[src/rtl/mix_sequencer.sv]
// Folds NVOICE enabled voice samples through one shared, multi-cycle mixer.
// Voices are combined in ascending index order; with no voices enabled the output is SILENCE.
module mix_sequencer #(
    parameter int          NVOICE  = 8,
    parameter int          MIX_LAT = 3,
    parameter logic [17:0] SILENCE = 18'h20000
) (
    input  logic                   clk,
    input  logic                   rst,
    input  logic                   start,
    input  logic [NVOICE*18-1:0]   voices_in,
    input  logic [NVOICE-1:0]      voice_en,
    output logic [17:0]            mix_a,
    output logic [17:0]            mix_b,
    input  logic [17:0]            mix_z,
    output logic [17:0]            out_sample,
    output logic                   out_valid,
    output logic                   busy,
    output logic                   overrun,
    input  logic                   clr_overrun
);
    localparam int IW = $clog2(NVOICE + 1);
    localparam int CW = $clog2(MIX_LAT + 1);

    typedef enum logic [1:0] {IDLE, SCAN, WAIT, DONE} state_t;
    state_t state, next_state;

    logic [NVOICE*18-1:0] voices_l;
    logic [NVOICE-1:0]    en_l;
    logic [IW-1:0]        idx;
    logic [CW-1:0]        cnt;
    logic [17:0]          acc;
    logic                 acc_valid;
    logic [17:0]          cur_v;
    logic                 cur_en;
    logic                 accept, scan_end, load_first, issue, capture, advance;

    always_comb begin
        cur_v  = '0;
        cur_en = 1'b0;
        for (int i = 0; i < NVOICE; i++) begin
            if (idx == IW'(i)) begin
                cur_v  = voices_l[18*i +: 18];
                cur_en = en_l[i];
            end
        end
    end

    always_ff @(posedge clk) begin
        if (rst) state <= IDLE;
        else     state <= next_state;
    end

    always_comb begin
        next_state = state;
        case (state)
            IDLE: if (start) next_state = SCAN;
            SCAN: begin
                if (idx == IW'(NVOICE))       next_state = DONE;
                else if (cur_en && acc_valid) next_state = WAIT;
            end
            WAIT: if (cnt == CW'(1)) next_state = SCAN;
            DONE: next_state = IDLE;
            default: next_state = IDLE;
        endcase
    end

    always_comb begin
        accept     = (state == IDLE) && start;
        scan_end   = (state == SCAN) && (idx == IW'(NVOICE));
        load_first = (state == SCAN) && !scan_end && cur_en && !acc_valid;
        issue      = (state == SCAN) && !scan_end && cur_en && acc_valid;
        capture    = (state == WAIT) && (cnt == CW'(1));
        advance    = ((state == SCAN) && !scan_end && !issue) || capture;
    end

    always_ff @(posedge clk) begin
        if (rst) begin
            voices_l   <= '0;
            en_l       <= '0;
            idx        <= '0;
            cnt        <= '0;
            acc        <= SILENCE;
            acc_valid  <= 1'b0;
            mix_a      <= SILENCE;
            mix_b      <= SILENCE;
            out_sample <= SILENCE;
            out_valid  <= 1'b0;
            busy       <= 1'b0;
        end else begin
            out_valid <= scan_end;
            // busy trails the state by one cycle so it spans SCAN/WAIT plus the DONE cycle
            busy      <= (state == SCAN) || (state == WAIT);
            if (accept) begin
                voices_l  <= voices_in;
                en_l      <= voice_en;
                idx       <= '0;
                acc_valid <= 1'b0;
            end
            if (load_first) begin
                acc       <= cur_v;
                acc_valid <= 1'b1;
            end
            if (issue) begin
                mix_a <= acc;
                mix_b <= cur_v;
                cnt   <= CW'(MIX_LAT);
            end else if (state == WAIT) begin
                cnt <= cnt - CW'(1);
            end
            if (capture)  acc <= mix_z;
            if (advance)  idx <= idx + IW'(1);
            if (scan_end) out_sample <= acc_valid ? acc : SILENCE;
        end
    end

    // a start that cannot be accepted (any non-IDLE state) is an overrun; set beats clear
    always_ff @(posedge clk) begin
        if (rst)                           overrun <= 1'b0;
        else if (start && state != IDLE)   overrun <= 1'b1;
        else if (clr_overrun)              overrun <= 1'b0;
    end
endmodule

[config.mk]
export PLATFORM = sky130hd
export DESIGN_NAME = mix_sequencer
export DESIGN_NICKNAME = d
export VERILOG_FILES = /design/src/rtl/mix_sequencer.sv
export SDC_FILE = /design/constraint.sdc
export NUM_CORES = 1
export LEC_CHECK = 0
export ABC_AREA = 1
export CORE_ASPECT_RATIO = 1.2
export CORE_MARGIN = 5
export CORE_UTILIZATION = 52
export CTS_BUF_LIST = sky130_fd_sc_hd__clkbuf_8
export DETAILED_ROUTE_END_ITERATION = 7
export PLACE_DENSITY_LB_ADDON = 0.1
export SLEW_MARGIN = 15
export SYNTH_ARGS = -nofsm -noshare
export SYNTH_HDL_FRONTEND = slang
export SYNTH_SLANG_ARGS = --single-unit
[constraint.sdc]
create_clock -name clk -period 2.2 [get_ports clk]
set_input_delay 0.44 -clock clk [delete_from_list [all_inputs] [get_ports clk]]
set_output_delay 0.44 -clock clk [all_outputs]
set_load 0.05 [all_outputs]
==> run_1/flops_by_reg.png <==
Drawn at 2 px/um.
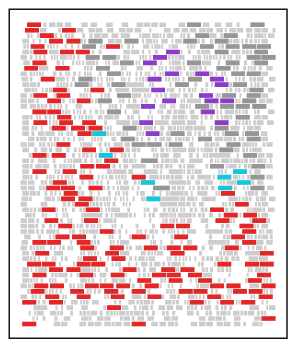
- purple: `acc` (placed flops 18; where north)
- red: `voices_l` (placed flops 144; where widely spread)
- cyan: `en_l` (placed flops 8)

==> run_1/detail.png <==
Region (57, 69) to (82, 94) um. Cells in grey, sequential cells in the stronger grey; small squares are vias.
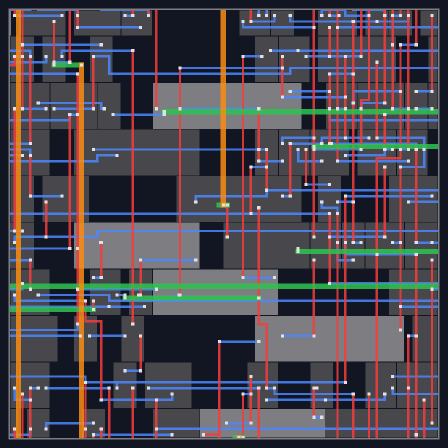
- green: metal 3
- red: metal 2
- orange: metal 4
- blue: metal 1
- netlist names of flops here include: `en_l` (2), `idx` (2)
- sequential cells in the window: 5
- most frequent: nand2_1 (10), a21oi_1 (8), buf_4 (8)
- cells with their middle in the window: 58

==> summary.txt, run 1 <==
impl run done, here's what came out: critical path start-end classification register to output pin, count of nets after finishing 1870, Critical Path Sink Type output pin, post-DP HPWL 23190 um, crit-path cells clkdlybuf4s50_1, Tapcells 261, latest clock arrival within the worst-skew pair 0.52 ns, registers 236, synth cell count leaders nor2_1 (288), nand2_1 (260), dfxtp_1 (236), ao+oa area frac 15.32%, OpenROAD warning count 35, Post-Synthesis Cells 1461, Biggest Area Class logic gates, Biggest register voices_l, Fin. Hold Viols 0, Total Power 13.54 mW, sequential share of cell area 33.65%, ClkCell Share 5.693%, root buf cell clkbuf_8, Hold Path Origin voices_l[104]$_SDFFE_PP0P_, Bufs on Longest Clock Path 3, via count 10150, worst path bufs/invs 1, layout cells sized above 1 9.691%, R2R Path Start idx[0]$_SDFFE_PP0P_, Seq share, synth 46.10%, WP data required 1.76 ns, Post-CTS Hold Buffers 0, comb area leader simple AND/OR/NAND/NOR gates, area leader, netlist dfxtp_1, worst vdd ir 662.1 uV, Overall Global Routing Usage 26.49%, RR Endpoint acc[11]$_SDFFE_PP0P_, Final Max Slew Viols 0, setup TNS 0 ns, yosys warns 0, Cells after DPL 1899, post_cts resized 7, core box area 0.01948 mm2, clkbuf count 49, Distinct lib cells used 37, Post-Route M1 WL 13350 um, Hold Path Depth 2, Int Pwr 8.868 mW, row count 56, Comb power frac 30.4%, clk sink count 236, post-layout min period 2.164 ns, Post-CTS Setup Inserts 1, first-pass GRT wire length 48900 um, Yosys Instances 1461, Synth-to-Final Area Change 37.24%, mi-comb count 1021, Commonest Layout Cell nor2_1, Async SR Flop Fraction 0%, Die ar. 0.02263 mm2, DP Worst Slack -0.2663 ns, outcome completed, Startpoint Class register, Top-area cell share 46.10%, Post-Syn Area 0.01025 mm2, setup ws final 0.03577 ns, Reg area 0.004733 mm2, met2 WL post-DR 15360 um, top sig layer met4, initial core utilization 52.61%, Sw Pwr 4.671 mW, Gate Area 0.004756 mm2, PortBufs 230, Cell area leaders dfxtp_1 (46%), nor2_1 (11%), nand2_1 (9.5%), unrepaired setup endpoints after global routing true
==> run_1/congestion.png <==
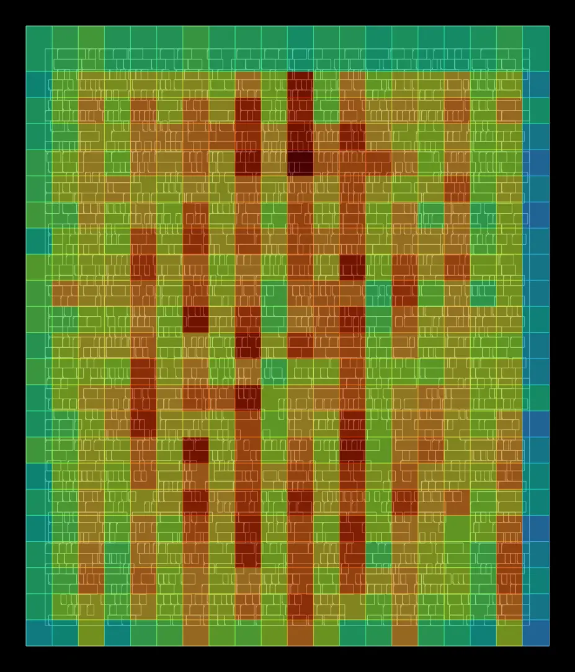
grt met1 use: 33.27%
met3 usage: 5.271%
DR WL/cell: 16.02 um

==> run_1/sizes.png <==
Drawn at 3 px/um.
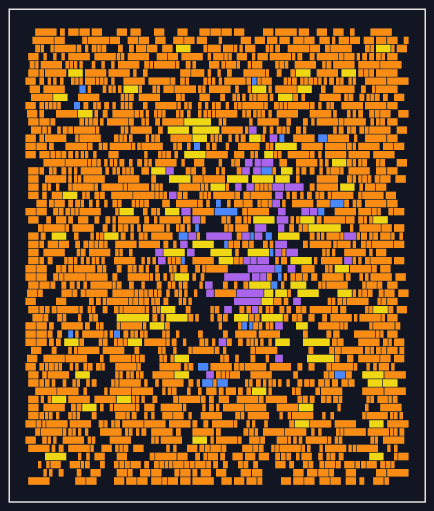
- yellow: _6 and larger (cells 82; share 4.8%)
- orange: _0 and _1 cells (cells 1547; share 90%)
- purple: _3 and _4 cells (cells 55; share 3.2%)
- blue: _2 cells (cells 29; share 1.7%)

==> run 2: changes to the inputs <==
--- a/config.mk
+++ b/config.mk
@@ -6,11 +6,13 @@
 export NUM_CORES = 1
 export LEC_CHECK = 0
 export ABC_AREA = 1
+export CAP_MARGIN = 10
 export CORE_ASPECT_RATIO = 1.2
 export CORE_MARGIN = 5
-export CORE_UTILIZATION = 52
+export CORE_UTILIZATION = 65
 export CTS_BUF_LIST = sky130_fd_sc_hd__clkbuf_8
 export DETAILED_ROUTE_END_ITERATION = 7
+export DONT_BUFFER_PORTS = 1
 export PLACE_DENSITY_LB_ADDON = 0.1
 export SLEW_MARGIN = 15
 export SYNTH_ARGS = -nofsm -noshare
==> run_2/detail.png <==
Region (50, 61) to (75, 86) um. Cells in grey, sequential cells in the stronger grey; small squares are vias.
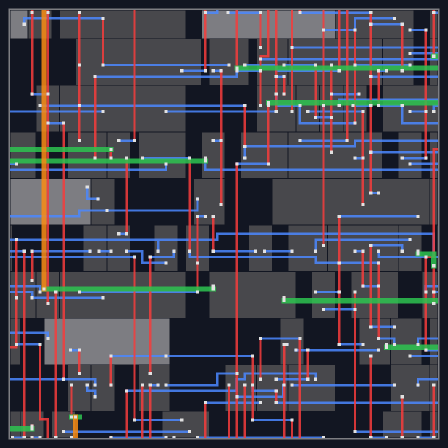
- green: metal 3
- blue: metal 1
- red: metal 2
- orange: metal 4
- sequential cells in the window: 3
- cells with their middle in the window: 57
- most frequent: nand2_1 (8), inv_2 (6)

==> run_2/congestion.png <==
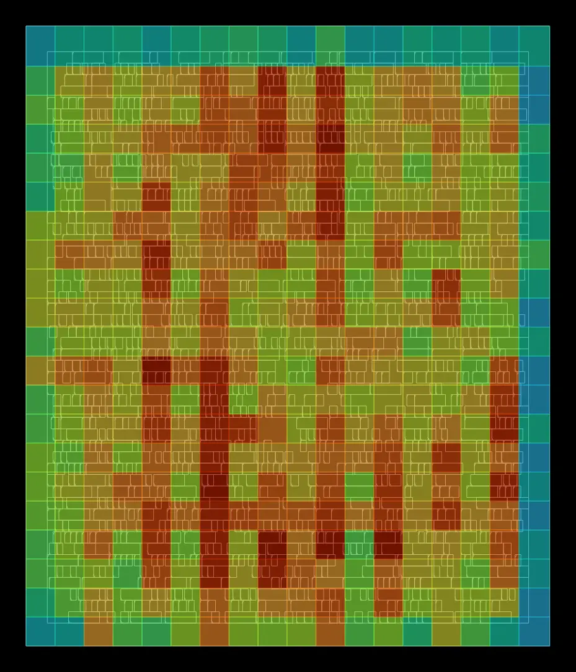
Overall Global Routing Usage: 29.23%
grt met1 use: 38.83%
DR WL/cell: 16.81 um
post-layout util: 73.13%

==> summary.txt, run 2 <==
impl run done, here's what came out: core box area 0.01558 mm2 (was 0.01948 mm2), post-layout min period 2.082 ns (was 2.164 ns), yosys warns 0 (unchanged), GRT overflow 0 (unchanged), WP data required 2.62 ns (was 1.76 ns), met2 WL post-DR 13000 um (was 15360 um), Post-CTS Setup Inserts 0 (was 1), DRT Pass-1 Iters 5 (was 6), post_cts resized 7 (unchanged), Post-Synthesis Cells 1461 (unchanged), syn nets 1644 (unchanged), Synth-to-Final Area Change 11.16% (was 37.24%), post-DP HPWL 20150 um (was 23190 um), crit-path cells inv_1 -> ha_2 -> buf_6 -> nand3_1 -> nand3_1 -> nand2_1 -> nand4_1 -> nand2_1 -> nand2_2 -> nand3_4 -> nor2_4 -> inv_4 -> clkbuf_16 -> nor2_1 -> nor2_1 (was clkdlybuf4s50_1), mi-comb count 1021 (unchanged), outcome complete, but fails checks (was completed), max reg flops 144 (unchanged), final instance area 0.01139 mm2 (was 0.01406 mm2), Seq share, synth 46.10% (unchanged), Bufs on Longest Clock Path 3 (unchanged), Async SR Flop Fraction 0% (unchanged), Distinct lib cells used 37 (unchanged), GRT Max-Usage Layer met2 (unchanged), Sw Pwr 4.515 mW (was 4.671 mW), reg2reg path depth 15 (was 17), Cell area leaders dfxtp_1 (46%), nor2_1 (11%), nand2_1 (9.5%) (unchanged), RR Endpoint mix_a[11]$_SDFFE_PP0P_ (was acc[11]$_SDFFE_PP0P_), clock skew 0.01096 ns (was 0.01350 ns), ClkCell Share 6.469% (was 5.693%), Yosys Instances 1461 (unchanged), NonClk Buf Share 4.206% (was 21.56%), worst vdd ir 764.9 uV (was 662.1 uV), Commonest Layout Cell nor2_1 (unchanged), root buf cell clkbuf_8 (unchanged), row count 50 (was 56), achievable clock frequency 480.2 MHz (was 462.1 MHz), Startpoint Class register (unchanged), setup TNS 0 ns (unchanged), OpenROAD warning count 41 (was 35), area leader, netlist dfxtp_1 (unchanged), Tapcells 208 (was 261), Hold Path Depth 1 (was 2), met3 usage 6.180% (was 5.271%), max_cap viols 0 (unchanged), first-pass GRT wire length 44340 um (was 48900 um), count of nets after finishing 1619 (was 1870), PortBufs 0 (was 230), CTS H-tree lvls 2 (unchanged), Hold Path Origin rst (was voices_l[104]$_SDFFE_PP0P_), adder share 1.099% (unchanged), initial core utilization 65.79% (was 52.61%), Comb power frac 27.7% (was 30.4%), registers 236 (unchanged), slowest CP cell dfxtp_4 (was clkdlybuf4s50_1), failing checks hold timing, R2R Path Start idx[1]$_SDFFE_PP0P_ (was idx[0]$_SDFFE_PP0P_), unrepaired setup endpoints after global routing true (unchanged), Biggest Area Class logic gates (unchanged), count leader, synth nor2_1 (unchanged), Reg area 0.004730 mm2 (was 0.004733 mm2), Critical Path Sink Type register (was output pin), power density cells 1116 mW/mm2 (was 962.6 mW/mm2), Min-Delay Endpoint idx[1]$_SDFFE_PP0P_ (was voices_l[104]$_SDFFE_PP0P_), Post-Syn Area 0.01025 mm2 (unchanged), most frequent cells in the layout nor2_1 (284), nand2_1 (255), dfxtp_1 (234) (was nor2_1 (286), nand2_1 (256), dfxtp_1 (233)), synth cell count leaders nor2_1 (288), nand2_1 (260), dfxtp_1 (236) (unchanged), latest clock arrival within the worst-skew pair 0.53 ns (was 0.52 ns), Gate Area 0.004780 mm2 (was 0.004756 mm2), antenna-violating nets left 0 (unchanged), Die ar. 0.01839 mm2 (was 0.02263 mm2), comb area leader simple AND/OR/NAND/NOR gates (unchanged), setup ws final 0.1176 ns (was 0.03577 ns), layout cells sized above 1 10.20% (was 9.691%), Top-area cell share 46.10% (unchanged), Biggest register voices_l (unchanged), via count 9295 (was 10150), clkbuf count 46 (was 49), clk sink count 236 (unchanged), Total Power 12.71 mW (was 13.54 mW), top sig layer met4 (unchanged), sequential share of cell area 41.52% (was 33.65%), final hold slack -0.03157 ns (was 0.4487 ns), I/O Pins 231 (unchanged), Crit path max-delay family simple AND/OR/NAND/NOR gates (was buffers and inverters), ao+oa area frac 15.32% (unchanged), Post-Route M1 WL 12030 um (was 13350 um), Final Max Slew Viols 0 (unchanged), Die H 147.6 um (was 163.8 um), worst path bufs/invs 4 (was 1), headroom to the max-slew limit 61.14% (was 62.33%), DP Worst Slack -0.1811 ns (was -0.2663 ns), critical path start-end classification register to register (was register to output pin), Post-CTS Hold Buffers 2 (was 0), WL met3 2124 um (was 2047 um), Fin. Hold Viols 26 (was 0), Int Pwr 8.200 mW (was 8.868 mW), Cells after DPL 1599 (was 1899)
==> run_2/sizes.png <==
Drawn at 3 px/um.
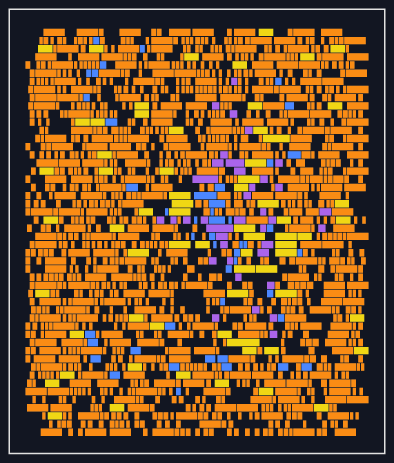
- orange: _0 and _1 cells (cells 1312; share 90%)
- yellow: _6 and larger (cells 66; share 4.5%)
- blue: _2 cells (cells 46; share 3.1%)
- purple: _3 and _4 cells (cells 37; share 2.5%)

Power and IR drop assume default switching activity.
